===== src/rtl/imem_loader.sv =====
// Framed byte-stream loader: fills instruction memory over valid/ready,
// verifies an 8-bit checksum and holds the pipeline in reset until a good frame.
module imem_loader #(
    parameter logic [7:0] BASE_ADDR = 8'h00,
    parameter logic [7:0] SYNC_BYTE = 8'hA5
) (
    input  logic       clk,
    input  logic       R,
    input  logic       in_valid,
    input  logic [7:0] in_data,
    output logic       in_ready,
    output logic       mem_we,
    output logic [7:0] mem_addr,
    output logic [7:0] mem_data,
    output logic       cpu_R,
    output logic       done,
    output logic       error,
    output logic [8:0] byte_count
);

    localparam int unsigned AW = 8;
    localparam int unsigned CW = 9;

    typedef enum logic [2:0] {
        IDLE = 3'd0,
        SYNC = 3'd1,
        LEN  = 3'd2,
        DATA = 3'd3,
        CHK  = 3'd4,
        DONE = 3'd5,
        ERR  = 3'd6
    } state_e;

    state_e        state_q, state_d;
    logic [CW-1:0] rem_q, rem_d;
    logic [CW-1:0] count_q, count_d;
    logic [7:0]    sum_q, sum_d;
    logic [AW-1:0] ptr_q, ptr_d;
    logic          we_q, we_d;
    logic [AW-1:0] addr_q, addr_d;
    logic [7:0]    data_q, data_d;
    logic          cpu_r_q, cpu_r_d;
    logic          done_q, done_d;
    logic          error_q, error_d;

    logic          accept;
    logic [7:0]    sum_next;

    // State and datapath registers, synchronous reset
    always_ff @(posedge clk) begin
        if (R) begin
            state_q <= IDLE;
            rem_q   <= '0;
            count_q <= '0;
            sum_q   <= '0;
            ptr_q   <= '0;
            we_q    <= 1'b0;
            addr_q  <= '0;
            data_q  <= '0;
            cpu_r_q <= 1'b1;
            done_q  <= 1'b0;
            error_q <= 1'b0;
        end else begin
            state_q <= state_d;
            rem_q   <= rem_d;
            count_q <= count_d;
            sum_q   <= sum_d;
            ptr_q   <= ptr_d;
            we_q    <= we_d;
            addr_q  <= addr_d;
            data_q  <= data_d;
            cpu_r_q <= cpu_r_d;
            done_q  <= done_d;
            error_q <= error_d;
        end
    end

    // Next-state and datapath decode; in_ready depends on the state only
    always_comb begin
        state_d  = state_q;
        rem_d    = rem_q;
        count_d  = count_q;
        sum_d    = sum_q;
        ptr_d    = ptr_q;
        we_d     = 1'b0;
        addr_d   = addr_q;
        data_d   = data_q;
        cpu_r_d  = cpu_r_q;
        done_d   = done_q;
        error_d  = error_q;
        in_ready = 1'b0;
        sum_next = 8'(sum_q + in_data);

        case (state_q)
            IDLE: state_d = SYNC;
            SYNC: in_ready = 1'b1;
            LEN:  in_ready = 1'b1;
            DATA: in_ready = 1'b1;
            CHK:  in_ready = 1'b1;
            ERR:  state_d = SYNC;
            default: ;
        endcase

        accept = in_valid && in_ready;

        if (accept) begin
            case (state_q)
                SYNC: begin
                    if (in_data == SYNC_BYTE) begin
                        state_d = LEN;
                    end
                end
                LEN: begin
                    // LEN of zero encodes a full 256-byte frame
                    rem_d   = (in_data == 8'h00) ? CW'(256) : CW'(in_data);
                    count_d = '0;
                    sum_d   = '0;
                    ptr_d   = BASE_ADDR;
                    state_d = DATA;
                end
                DATA: begin
                    we_d    = 1'b1;
                    addr_d  = ptr_q;
                    data_d  = in_data;
                    sum_d   = sum_next;
                    ptr_d   = AW'(ptr_q + AW'(1));
                    count_d = CW'(count_q + CW'(1));
                    rem_d   = CW'(rem_q - CW'(1));
                    if (rem_q == CW'(1)) begin
                        state_d = CHK;
                    end
                end
                CHK: begin
                    sum_d = sum_next;
                    if (sum_next == 8'h00) begin
                        state_d = DONE;
                        done_d  = 1'b1;
                        cpu_r_d = 1'b0;
                        error_d = 1'b0;
                    end else begin
                        state_d = ERR;
                        error_d = 1'b1;
                    end
                end
                default: ;
            endcase
        end
    end

    assign mem_we     = we_q;
    assign mem_addr   = addr_q;
    assign mem_data   = data_q;
    assign cpu_R      = cpu_r_q;
    assign done       = done_q;
    assign error      = error_q;
    assign byte_count = count_q;

endmodule


===== config.mk =====
export PLATFORM = sky130hd
export DESIGN_NAME = imem_loader
export DESIGN_NICKNAME = d
export VERILOG_FILES = /design/src/rtl/imem_loader.sv
export SDC_FILE = /design/constraint.sdc
export NUM_CORES = 1
export LEC_CHECK = 0
export CORE_ASPECT_RATIO = 1.2
export CORE_MARGIN = 3
export CORE_UTILIZATION = 42
export DETAILED_ROUTE_END_ITERATION = 12
export DONT_BUFFER_PORTS = 1
export GPL_TIMING_DRIVEN = 0
export PLACE_DENSITY = 0.62
export SLEW_MARGIN = 20
export SYNTH_ARGS = -nofsm -noshare
export SYNTH_HDL_FRONTEND = slang
export SYNTH_SLANG_ARGS = --single-unit

===== constraint.sdc =====
create_clock -name clk -period 2.7 [get_ports clk]
set_clock_uncertainty 0.05 [all_clocks]
set_input_delay 0.54 -clock clk [delete_from_list [all_inputs] [get_ports clk]]
set_output_delay 0.54 -clock clk [all_outputs]
set_load 0.05 [all_outputs]

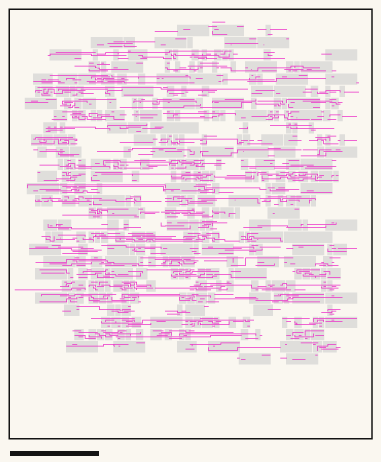
(images/met1.png)
Bar = 20 microns. Cells faint in the background.
- share of all routed wire: 45%
- main direction: horizontal

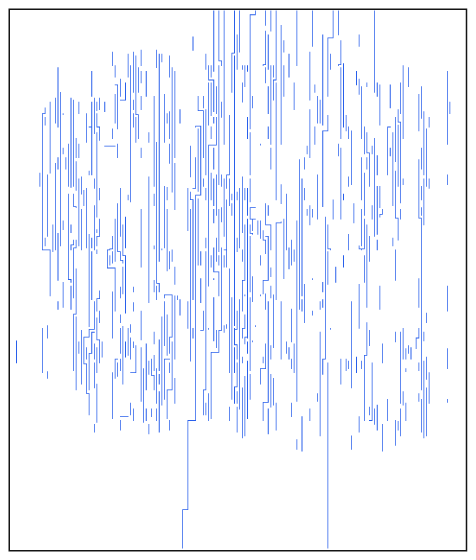
(images/met2.png)
- share of all routed wire: 48%
- main direction: vertical
- nets with wire on the layer: 309
- longest straight run: 47.8 microns

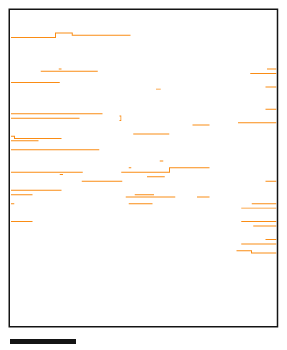
(images/met3.png)
Bar = 20 microns.
- nets with wire on the layer: 34
- wire length on this layer: 403 microns
- main direction: horizontal
- longest straight run: 27.4 microns
- share of all routed wire: 5.9%

==> notes.md <==
impl run done, here's what came out: outcome=completed, combinational share of cell area=roughly half, DP Wirelength=between 4000 and 5000 microns, Logic inverters=9, Post-route DRC=0, Syn. warnings=0, Setup crit end=cpu_R, pre-CTS WS=~21 ps, clock buf count=11, Max Cap Viol=0, Core ar.=around 6500 sq um, Data buffer area share=2.50%, RSZ-0062 raised after global routing=no, clk ins delay skew pair=between 300 and 400 ps, max incr delay on CP=approximately 370 ps, first-pass GRT wire length=~11000 microns, Max VDD drop=slightly above 0.4 mV, Largest delay share family, worst path=simple AND/OR/NAND/NOR gates, max-slew violation count=0, first drt pass iteration count=4, via count=~2500, clock root cell=clkbuf_8, syn_area_per_cell=between 7 and 8 sq um, Fin Setup TNS=0 ps, Init Core Util=43.4%, Worst-path clk slew=approximately 70 ps, worst path buffer plus inverter count=1, All-Layer GR Usage=between 10% and 20%, Critical R2R Launch=sum_q[0], Post-synth seq share=about 41%, area reported by Yosys stat=2820 sq um, Final Power=1820 uW, Yosys cell types=about 48, Synth flops=57, Top cells excl fill/tap=dfxtp_1, nand2_1, nor2_1, a21oi_1, o21ai_0, Post-CTS Hold Fix Bufs=0, GR peak layer=met2, total setup buffers inserted after CTS=0, Leakage=approximately 0.0011 uW, OpenROAD warning count=27, grt met2 use=between 30% and 40%, worst-margin pin slew=approximately 1100 ps, critical path's slowest cell=fa_1, fmax=398 MHz, tap cells=85, Clock-cell share=approximately 7.3%, Most common reg cell=dfxtp_1, H-tree depth=3, RR Endpoint=cpu_R, Seq area share=~36%, Comb gate area=1560 sq um, syn_nets=between 300 and 400, P&R area growth vs syn=11.9%, post-route ant nets=0, initial antenna violation count=0, Final Critical Period=about 2500 ps, Min-Delay Path Class=input pin to flop, # rows=32, Non-CTS buffers=19, crit path cell chain=ha_1 -> inv_1 -> fa_1 -> nand2b_1 -> a21oi_1 -> mux2i_1 -> nand3b_1 -> or3_1 -> o22a_2, cells in synth_stat.txt=355, Ports=a little over 40, count of library flops with an enable pin=0, Comb gates=approximately 270, fin area=around 3200 sq um, share of layout cells above drive strength 1=7.01%, crit path capture type=flop, setup ws final=approximately 190 ps, r2r worst-path depth=9, Top cell excl fill/tap=dfxtp_1, Routed WL=approximately 7000 microns, Nets=about 400, post-CTS sizing=0, n_diodes=0, cell count after synthesis=355, Max-slew headroom=between 20% and 30%, Leading cell kind=logic gates, CTS Buffer Depth=2, CTS tree=done, Die Height=between 90 and 100 microns, Initial DRC Count=approximately 110, Via density=5.46, Die Size=approximately 7700 sq um, GP Congestion=0.843, Worst Path Required=~2900 ps, worst min-delay path endpoint=mem_data[5], total clock sinks=between 50 and 60, crit path from=sum_q[0], WL per Instance=around 15 microns, CP arrival=2680 ps, GR Overflow Total=0, FF-to-FF setup slack=roughly 190 ps, Die Width=slightly above 80 microns, PortBufs=0, Worst Setup Start Kind=flop, setup violators final=0, worst hold stages=2, Post-Syn Area=between 2000 and 3000 sq um, placed cell areas=roughly 2900 sq um, CP Depth=9, hold_sp=in_data[5], WHS=just under 300 ps, FILL cells=645, total CTS buffers=9, register area=1140 sq um, largest net degree at the start of global routing=11, flop count=~57, Worst Path Max Fanout=4, kind of critical path=flop to flop, pwr/cell area=slightly below 600 nW/um^2, vias in the first global route=2309, met1 Use GR=22.0%
==> where the power goes <==
group          total, uW  internal (uW)  switching (uW)
Combinational       65.7           20.4            45.3
Sequential           843            842            1.32
Clock                915            567             349
Total               1820           1430             395
==> routing by layer <==
metal	vias to the layer above	wire [microns]
met5	-	0
met4	0	115
met3	9	403
met2	58	3290
met1	1157	3060
li1	1264	-
==> metrics by stage <==
stage               utilization (%)  instances
floorplan                         -        355
finish                         48.6        456
global route                   48.6        456
CTS                            48.6        456
detailed placement             45.1        440
global placement               45.1        440
==> cells in the mapped netlist (all sizes together) (2+ instances only) <==
cell type   n  area (sq um)
and3        4          25.0
inv         9          33.8
nor2       43           161
nand2      54           203
o31ai       2          15.0
ha         11           138
nor3b       2          15.0
a31oi       3          18.8
a221oi      3          26.3
o32ai       2          17.5
dfxtp      57          1140
clkbuf     13          48.8
a22oi       6          45.0
xnor2       3          26.3
nand2b      5          31.3
or3         4          25.0
nand4       4          25.0
o21ai      16          80.1
a211oi      4          35.0
buf         6          30.0
a21oi      40           200
and2        4          25.0
nor2b       6          37.5
nand3b      2          15.0
xor2       14           123
or3b        2          17.5
nor4        5          31.3
nor3        8          40.0
nand3       7          35.0
==> flip-flops by register name, summed over array words and instances (netlist names) <==
signal	count
byte_count	9
cpu_R	1
done	1
error	1
mem_addr	8
mem_data	8
mem_we	1
ptr_q	8
rem_q	9
state_q	3
sum_q	8
==> logic make-up after synthesis <==
family / after synthesis / share of synthesized area [%]
simple gates: 153 / 25.3
compound gates: 87 / 18.9
flops: 57 / 40.5
buf+inv: 28 / 4.00
xor+xnor: 17 / 5.29
fa+ha+maj: 12 / 5.60
mux: 1 / 0.355
Power and IR drop assume default switching activity.
